[src/rtl/router_ingress_arb_pkg.sv]
// ============================================================================
// router_pkg : shared types and constants for the router ingress arbiter
// Revision   : 1.0
// ============================================================================
`default_nettype none

package router_pkg;

    localparam int NUM_PORTS = 4;
    localparam int DATA_W    = 32;

    typedef enum logic [1:0] {
        PORT_N = 2'd0,
        PORT_S = 2'd1,
        PORT_E = 2'd2,
        PORT_W = 2'd3
    } port_e;

    typedef logic [DATA_W-1:0] flit_t;

    function automatic logic [NUM_PORTS-1:0] port_onehot(input logic [1:0] idx);
        return NUM_PORTS'(1) << idx;
    endfunction

endpackage

`default_nettype wire

[src/rtl/router_ingress_arb_if.sv]
// ============================================================================
// router_ingress_arb_if : ingress handshake and router-side request bus
// Revision              : 1.0
// ============================================================================
`default_nettype none

interface router_ingress_arb_if #(
    parameter int DATA_W = 32
) ();
    import router_pkg::*;

    logic [NUM_PORTS-1:0] in_valid_i;
    logic [NUM_PORTS-1:0] in_ready_o;
    logic [DATA_W-1:0]    in_data_n_i;
    logic [DATA_W-1:0]    in_data_s_i;
    logic [DATA_W-1:0]    in_data_e_i;
    logic [DATA_W-1:0]    in_data_w_i;
    logic                 busy_i;
    logic [NUM_PORTS-1:0] req_o;
    logic [DATA_W-1:0]    data_n_o;
    logic [DATA_W-1:0]    data_s_o;
    logic [DATA_W-1:0]    data_e_o;
    logic [DATA_W-1:0]    data_w_o;

    // Arbiter side
    modport slave (
        input  in_valid_i, in_data_n_i, in_data_s_i, in_data_e_i, in_data_w_i, busy_i,
        output in_ready_o, req_o, data_n_o, data_s_o, data_e_o, data_w_o
    );

    // Traffic source / router side
    modport master (
        output in_valid_i, in_data_n_i, in_data_s_i, in_data_e_i, in_data_w_i, busy_i,
        input  in_ready_o, req_o, data_n_o, data_s_o, data_e_o, data_w_o
    );

endinterface

`default_nettype wire

[src/rtl/router_ingress_arb_port_fifo.sv]
// ============================================================================
// arb_port_fifo : per-port power-of-two FIFO with registered occupancy count
// Revision      : 1.0
// ============================================================================
`default_nettype none

module arb_port_fifo #(
    parameter int DATA_W     = 32,
    parameter int FIFO_DEPTH = 2
) (
    input  logic                            clk,
    input  logic                            rst_n,
    input  logic                            push_i,
    input  logic [DATA_W-1:0]               data_i,
    input  logic                            pop_i,
    output logic                            full_o,
    output logic                            empty_o,
    output logic [DATA_W-1:0]               head_o,
    output logic [$clog2(FIFO_DEPTH):0]     count_o
);
    localparam int AW = $clog2(FIFO_DEPTH);
    localparam int CW = AW + 1;

    logic [DATA_W-1:0] mem_q [FIFO_DEPTH];
    logic [AW-1:0]     wr_ptr_q;
    logic [AW-1:0]     rd_ptr_q;
    logic [CW-1:0]     count_q;
    logic [CW-1:0]     count_d;

    always_comb begin
        count_d = count_q;
        case ({push_i, pop_i})
            2'b10:   count_d = count_q + CW'(1);
            2'b01:   count_d = count_q - CW'(1);
            default: count_d = count_q;
        endcase
    end

    // Pointers wrap naturally because the depth is a power of two.
    always_ff @(posedge clk or negedge rst_n) begin
        if (!rst_n) begin
            wr_ptr_q <= '0;
            rd_ptr_q <= '0;
            count_q  <= '0;
            for (int i = 0; i < FIFO_DEPTH; i++) begin
                mem_q[i] <= '0;
            end
        end else begin
            if (push_i) begin
                mem_q[wr_ptr_q] <= data_i;
                wr_ptr_q        <= wr_ptr_q + AW'(1);
            end
            if (pop_i) begin
                rd_ptr_q <= rd_ptr_q + AW'(1);
            end
            count_q <= count_d;
        end
    end

    assign full_o  = (count_q == CW'(FIFO_DEPTH));
    assign empty_o = (count_q == '0);
    assign head_o  = mem_q[rd_ptr_q];
    assign count_o = count_q;

endmodule

`default_nettype wire

[src/rtl/router_ingress_arb.sv]
// ============================================================================
// router_ingress_arb : 4-port round-robin ingress arbiter feeding the router
//                      buffer; per-port grant counters with ROUTER_ARB_STATS_EN
// Revision           : 1.0
// ============================================================================
`default_nettype none

module router_ingress_arb #(
    parameter int DATA_W     = router_pkg::DATA_W,
    parameter int FIFO_DEPTH = 2
) (
    input  logic                     clk,
    input  logic                     rst_n,
    router_ingress_arb_if.slave      bus
`ifdef ROUTER_ARB_STATS_EN
    ,
    output logic [router_pkg::NUM_PORTS-1:0][15:0] grant_cnt_o
`endif
);
    import router_pkg::*;

    localparam int CW = $clog2(FIFO_DEPTH) + 1;

    logic [DATA_W-1:0]    in_data [NUM_PORTS];
    logic [DATA_W-1:0]    head    [NUM_PORTS];
    logic [CW-1:0]        count   [NUM_PORTS];
    logic [NUM_PORTS-1:0] full;
    logic [NUM_PORTS-1:0] empty;
    logic [NUM_PORTS-1:0] push;
    logic [NUM_PORTS-1:0] pop;
    logic [NUM_PORTS-1:0] ready;

    logic                 grant_vld;
    logic [1:0]           winner;
    logic [1:0]           ptr_q;
    logic [NUM_PORTS-1:0] req_q;
    logic [DATA_W-1:0]    data_q  [NUM_PORTS];

    assign in_data[0] = bus.in_data_n_i;
    assign in_data[1] = bus.in_data_s_i;
    assign in_data[2] = bus.in_data_e_i;
    assign in_data[3] = bus.in_data_w_i;

    generate
        for (genvar p = 0; p < NUM_PORTS; p++) begin : g_port
            assign ready[p] = (count[p] < CW'(FIFO_DEPTH));
            assign push[p]  = bus.in_valid_i[p] && ready[p] && !full[p];

            arb_port_fifo #(
                .DATA_W     (DATA_W),
                .FIFO_DEPTH (FIFO_DEPTH)
            ) u_fifo (
                .clk     (clk),
                .rst_n   (rst_n),
                .push_i  (push[p]),
                .data_i  (in_data[p]),
                .pop_i   (pop[p]),
                .full_o  (full[p]),
                .empty_o (empty[p]),
                .head_o  (head[p]),
                .count_o (count[p])
            );
        end
    endgenerate

    assign bus.in_ready_o = ready;

    // Round-robin search from the pointer; the first non-empty port wins.
    always_comb begin
        logic [1:0] idx;
        grant_vld = 1'b0;
        winner    = ptr_q;
        idx       = ptr_q;
        for (int i = 0; i < NUM_PORTS; i++) begin
            idx = ptr_q + 2'(i);
            if (!grant_vld && !empty[idx] && !bus.busy_i) begin
                grant_vld = 1'b1;
                winner    = idx;
            end
        end
    end

    assign pop = grant_vld ? port_onehot(winner) : '0;

    always_ff @(posedge clk or negedge rst_n) begin
        if (!rst_n) begin
            ptr_q <= PORT_N;
            req_q <= '0;
            for (int p = 0; p < NUM_PORTS; p++) begin
                data_q[p] <= '0;
            end
        end else begin
            if (grant_vld) begin
                ptr_q <= winner + 2'd1;
            end
            req_q <= pop;
            for (int p = 0; p < NUM_PORTS; p++) begin
                data_q[p] <= pop[p] ? head[p] : '0;
            end
        end
    end

    assign bus.req_o    = req_q;
    assign bus.data_n_o = data_q[0];
    assign bus.data_s_o = data_q[1];
    assign bus.data_e_o = data_q[2];
    assign bus.data_w_o = data_q[3];

`ifdef ROUTER_ARB_STATS_EN
    logic [15:0] grant_cnt_q [NUM_PORTS];

    always_ff @(posedge clk or negedge rst_n) begin
        if (!rst_n) begin
            for (int p = 0; p < NUM_PORTS; p++) begin
                grant_cnt_q[p] <= '0;
            end
        end else begin
            for (int p = 0; p < NUM_PORTS; p++) begin
                if (pop[p] && (grant_cnt_q[p] != 16'hFFFF)) begin
                    grant_cnt_q[p] <= grant_cnt_q[p] + 16'd1;
                end
            end
        end
    end

    generate
        for (genvar p = 0; p < NUM_PORTS; p++) begin : g_stats
            assign grant_cnt_o[p] = grant_cnt_q[p];
        end
    endgenerate
`endif

endmodule

`default_nettype wire

[src/flat_wrapper.sv]
// flat-port wrapper written by rule: the top's interface ports become plain ports
module router_ingress_arb_flat import router_pkg::*;
#(
    parameter int DATA_W     = router_pkg::DATA_W,
    parameter int FIFO_DEPTH = 2
)
  (clk, rst_n, bus_in_valid_i, bus_in_data_n_i, bus_in_data_s_i, bus_in_data_e_i, bus_in_data_w_i, bus_busy_i, bus_in_ready_o, bus_req_o, bus_data_n_o, bus_data_s_o, bus_data_e_o, bus_data_w_o);
  router_ingress_arb_if #(.DATA_W(DATA_W)) bus_i ();
  input  logic clk;
  input  logic rst_n;
  input wire logic [$bits(bus_i.in_valid_i)-1:0] bus_in_valid_i;
  input wire logic [$bits(bus_i.in_data_n_i)-1:0] bus_in_data_n_i;
  input wire logic [$bits(bus_i.in_data_s_i)-1:0] bus_in_data_s_i;
  input wire logic [$bits(bus_i.in_data_e_i)-1:0] bus_in_data_e_i;
  input wire logic [$bits(bus_i.in_data_w_i)-1:0] bus_in_data_w_i;
  input wire logic [$bits(bus_i.busy_i)-1:0] bus_busy_i;
  output wire logic [$bits(bus_i.in_ready_o)-1:0] bus_in_ready_o;
  output wire logic [$bits(bus_i.req_o)-1:0] bus_req_o;
  output wire logic [$bits(bus_i.data_n_o)-1:0] bus_data_n_o;
  output wire logic [$bits(bus_i.data_s_o)-1:0] bus_data_s_o;
  output wire logic [$bits(bus_i.data_e_o)-1:0] bus_data_e_o;
  output wire logic [$bits(bus_i.data_w_o)-1:0] bus_data_w_o;
  assign bus_i.in_valid_i = bus_in_valid_i;
  assign bus_i.in_data_n_i = bus_in_data_n_i;
  assign bus_i.in_data_s_i = bus_in_data_s_i;
  assign bus_i.in_data_e_i = bus_in_data_e_i;
  assign bus_i.in_data_w_i = bus_in_data_w_i;
  assign bus_i.busy_i = bus_busy_i;
  assign bus_in_ready_o = bus_i.in_ready_o;
  assign bus_req_o = bus_i.req_o;
  assign bus_data_n_o = bus_i.data_n_o;
  assign bus_data_s_o = bus_i.data_s_o;
  assign bus_data_e_o = bus_i.data_e_o;
  assign bus_data_w_o = bus_i.data_w_o;
  router_ingress_arb #(.DATA_W(DATA_W), .FIFO_DEPTH(FIFO_DEPTH)) u_core (.clk(clk), .rst_n(rst_n), .bus(bus_i));
endmodule
[config.mk]
export PLATFORM = sky130hd
export DESIGN_NAME = router_ingress_arb_flat
export DESIGN_NICKNAME = d
export VERILOG_FILES = /design/src/rtl/router_ingress_arb_pkg.sv /design/src/rtl/router_ingress_arb_if.sv /design/src/rtl/router_ingress_arb_port_fifo.sv /design/src/rtl/router_ingress_arb.sv /design/src/flat_wrapper.sv
export SDC_FILE = /design/constraint.sdc
export NUM_CORES = 1
export LEC_CHECK = 0
export CORE_MARGIN = 2
export CORE_UTILIZATION = 48
export DETAILED_ROUTE_END_ITERATION = 10
export GPL_TIMING_DRIVEN = 0
export HOLD_SLACK_MARGIN = 0.08
export PLACE_DENSITY = 0.88
export SYNTH_ARGS = -nofsm -noshare
export SYNTH_HDL_FRONTEND = slang
export SYNTH_HIERARCHICAL = 1
export SYNTH_SLANG_ARGS = --single-unit
[constraint.sdc]
create_clock -name clk -period 2.6 [get_ports clk]
set_clock_uncertainty 0.1 [all_clocks]
set_input_delay 0.39 -clock clk [delete_from_list [all_inputs] [get_ports clk]]
set_output_delay 0.39 -clock clk [all_outputs]
set_load 0.005 [all_outputs]
The metal 2 layer:
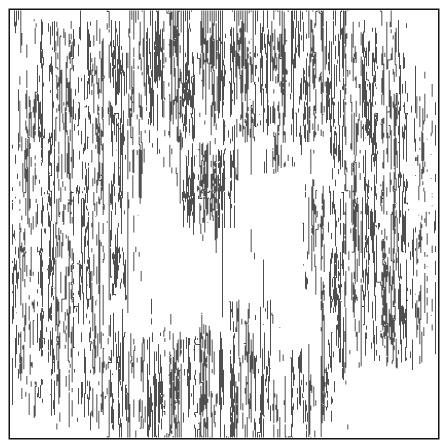
nets with wire on the layer	1487
main direction	vertical
wire length on this layer	18800 um
longest straight run	58.6 um
share of all routed wire	51%

Gate families picked out:
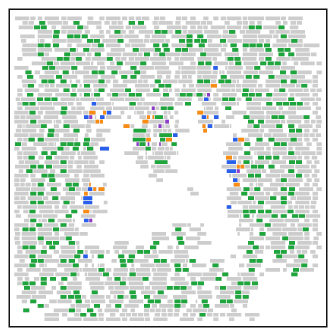
family	colour	cells
XOR/XNOR gates	blue	21
NAND gates	purple	10
NOR gates	orange	25
multiplexers	green	393

==> impl_results.rst <==
Metrics
=======

.. list-table::
   :header-rows: 1

   * - Metric
     - Value
   * - Most used DFF post-synth
     - dfrtp_1
   * - Startpoint of the worst register-to-register path
     - u_core/g_port[0].u_fifo/count_o[1]$_DFFE_PN0P_
   * - Multiplexer share of the synthesized area
     - 0.263
   * - Sequential cell area share
     - 0.453
   * - Power density of the placed cells
     - between 1000 and 1500 mW/mm^2
   * - Library cell used as clock root buffer
     - clkbuf_16
   * - Setup violation total in the final timing report
     - 9
   * - Maximum number of pins on one net before global-route repair
     - around 130
   * - Detailed route wirelength on metal2
     - 18800 um
   * - Hold Crit Class
     - in2async
   * - Outcome
     - complete, but fails checks
   * - Crit path capture type
     - flip-flop
   * - Data required time of the worst path
     - 2920 ps
   * - Cells along the critical path
     - nor2_4, mux4_2, nor2_4, mux2i_4, o22ai_2, ha_1, inv_1, a31oi_4, buf_8, ha_1, xnor2_1, nor2_1, xor2_1
   * - Final tally of max-slew violations
     - 0
   * - Leading cell types in the layout, fill and taps excluded
     - dfrtp_1, mux2_2, clkdlybuf4s50_1
   * - Setup repair after global routing missed its margin
     - yes
   * - R2R cell count
     - 13
   * - Violations in the final reports
     - negative setup slack
   * - Crit path setup slack, layout
     - -94.3 ps
   * - Share of total power in combinational logic
     - 0.440
   * - Highest cell delay on the worst timing path
     - about 500 ps
   * - Layout sequential cell count
     - between 400 and 500
   * - Fin Hold WS
     - approximately 340 ps
   * - Row count
     - a little under 70
Clock nets:
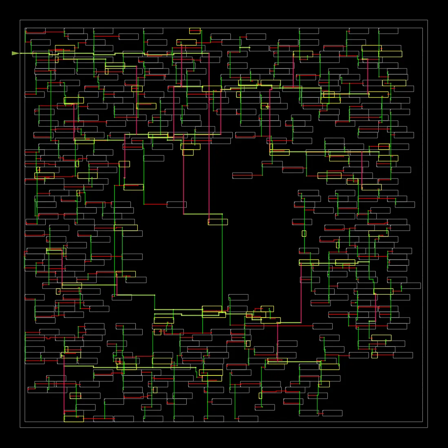
Worst-Skew Late Latency: 550 ps
TritonCTS Buffers: 42

Power and IR drop assume default switching activity.
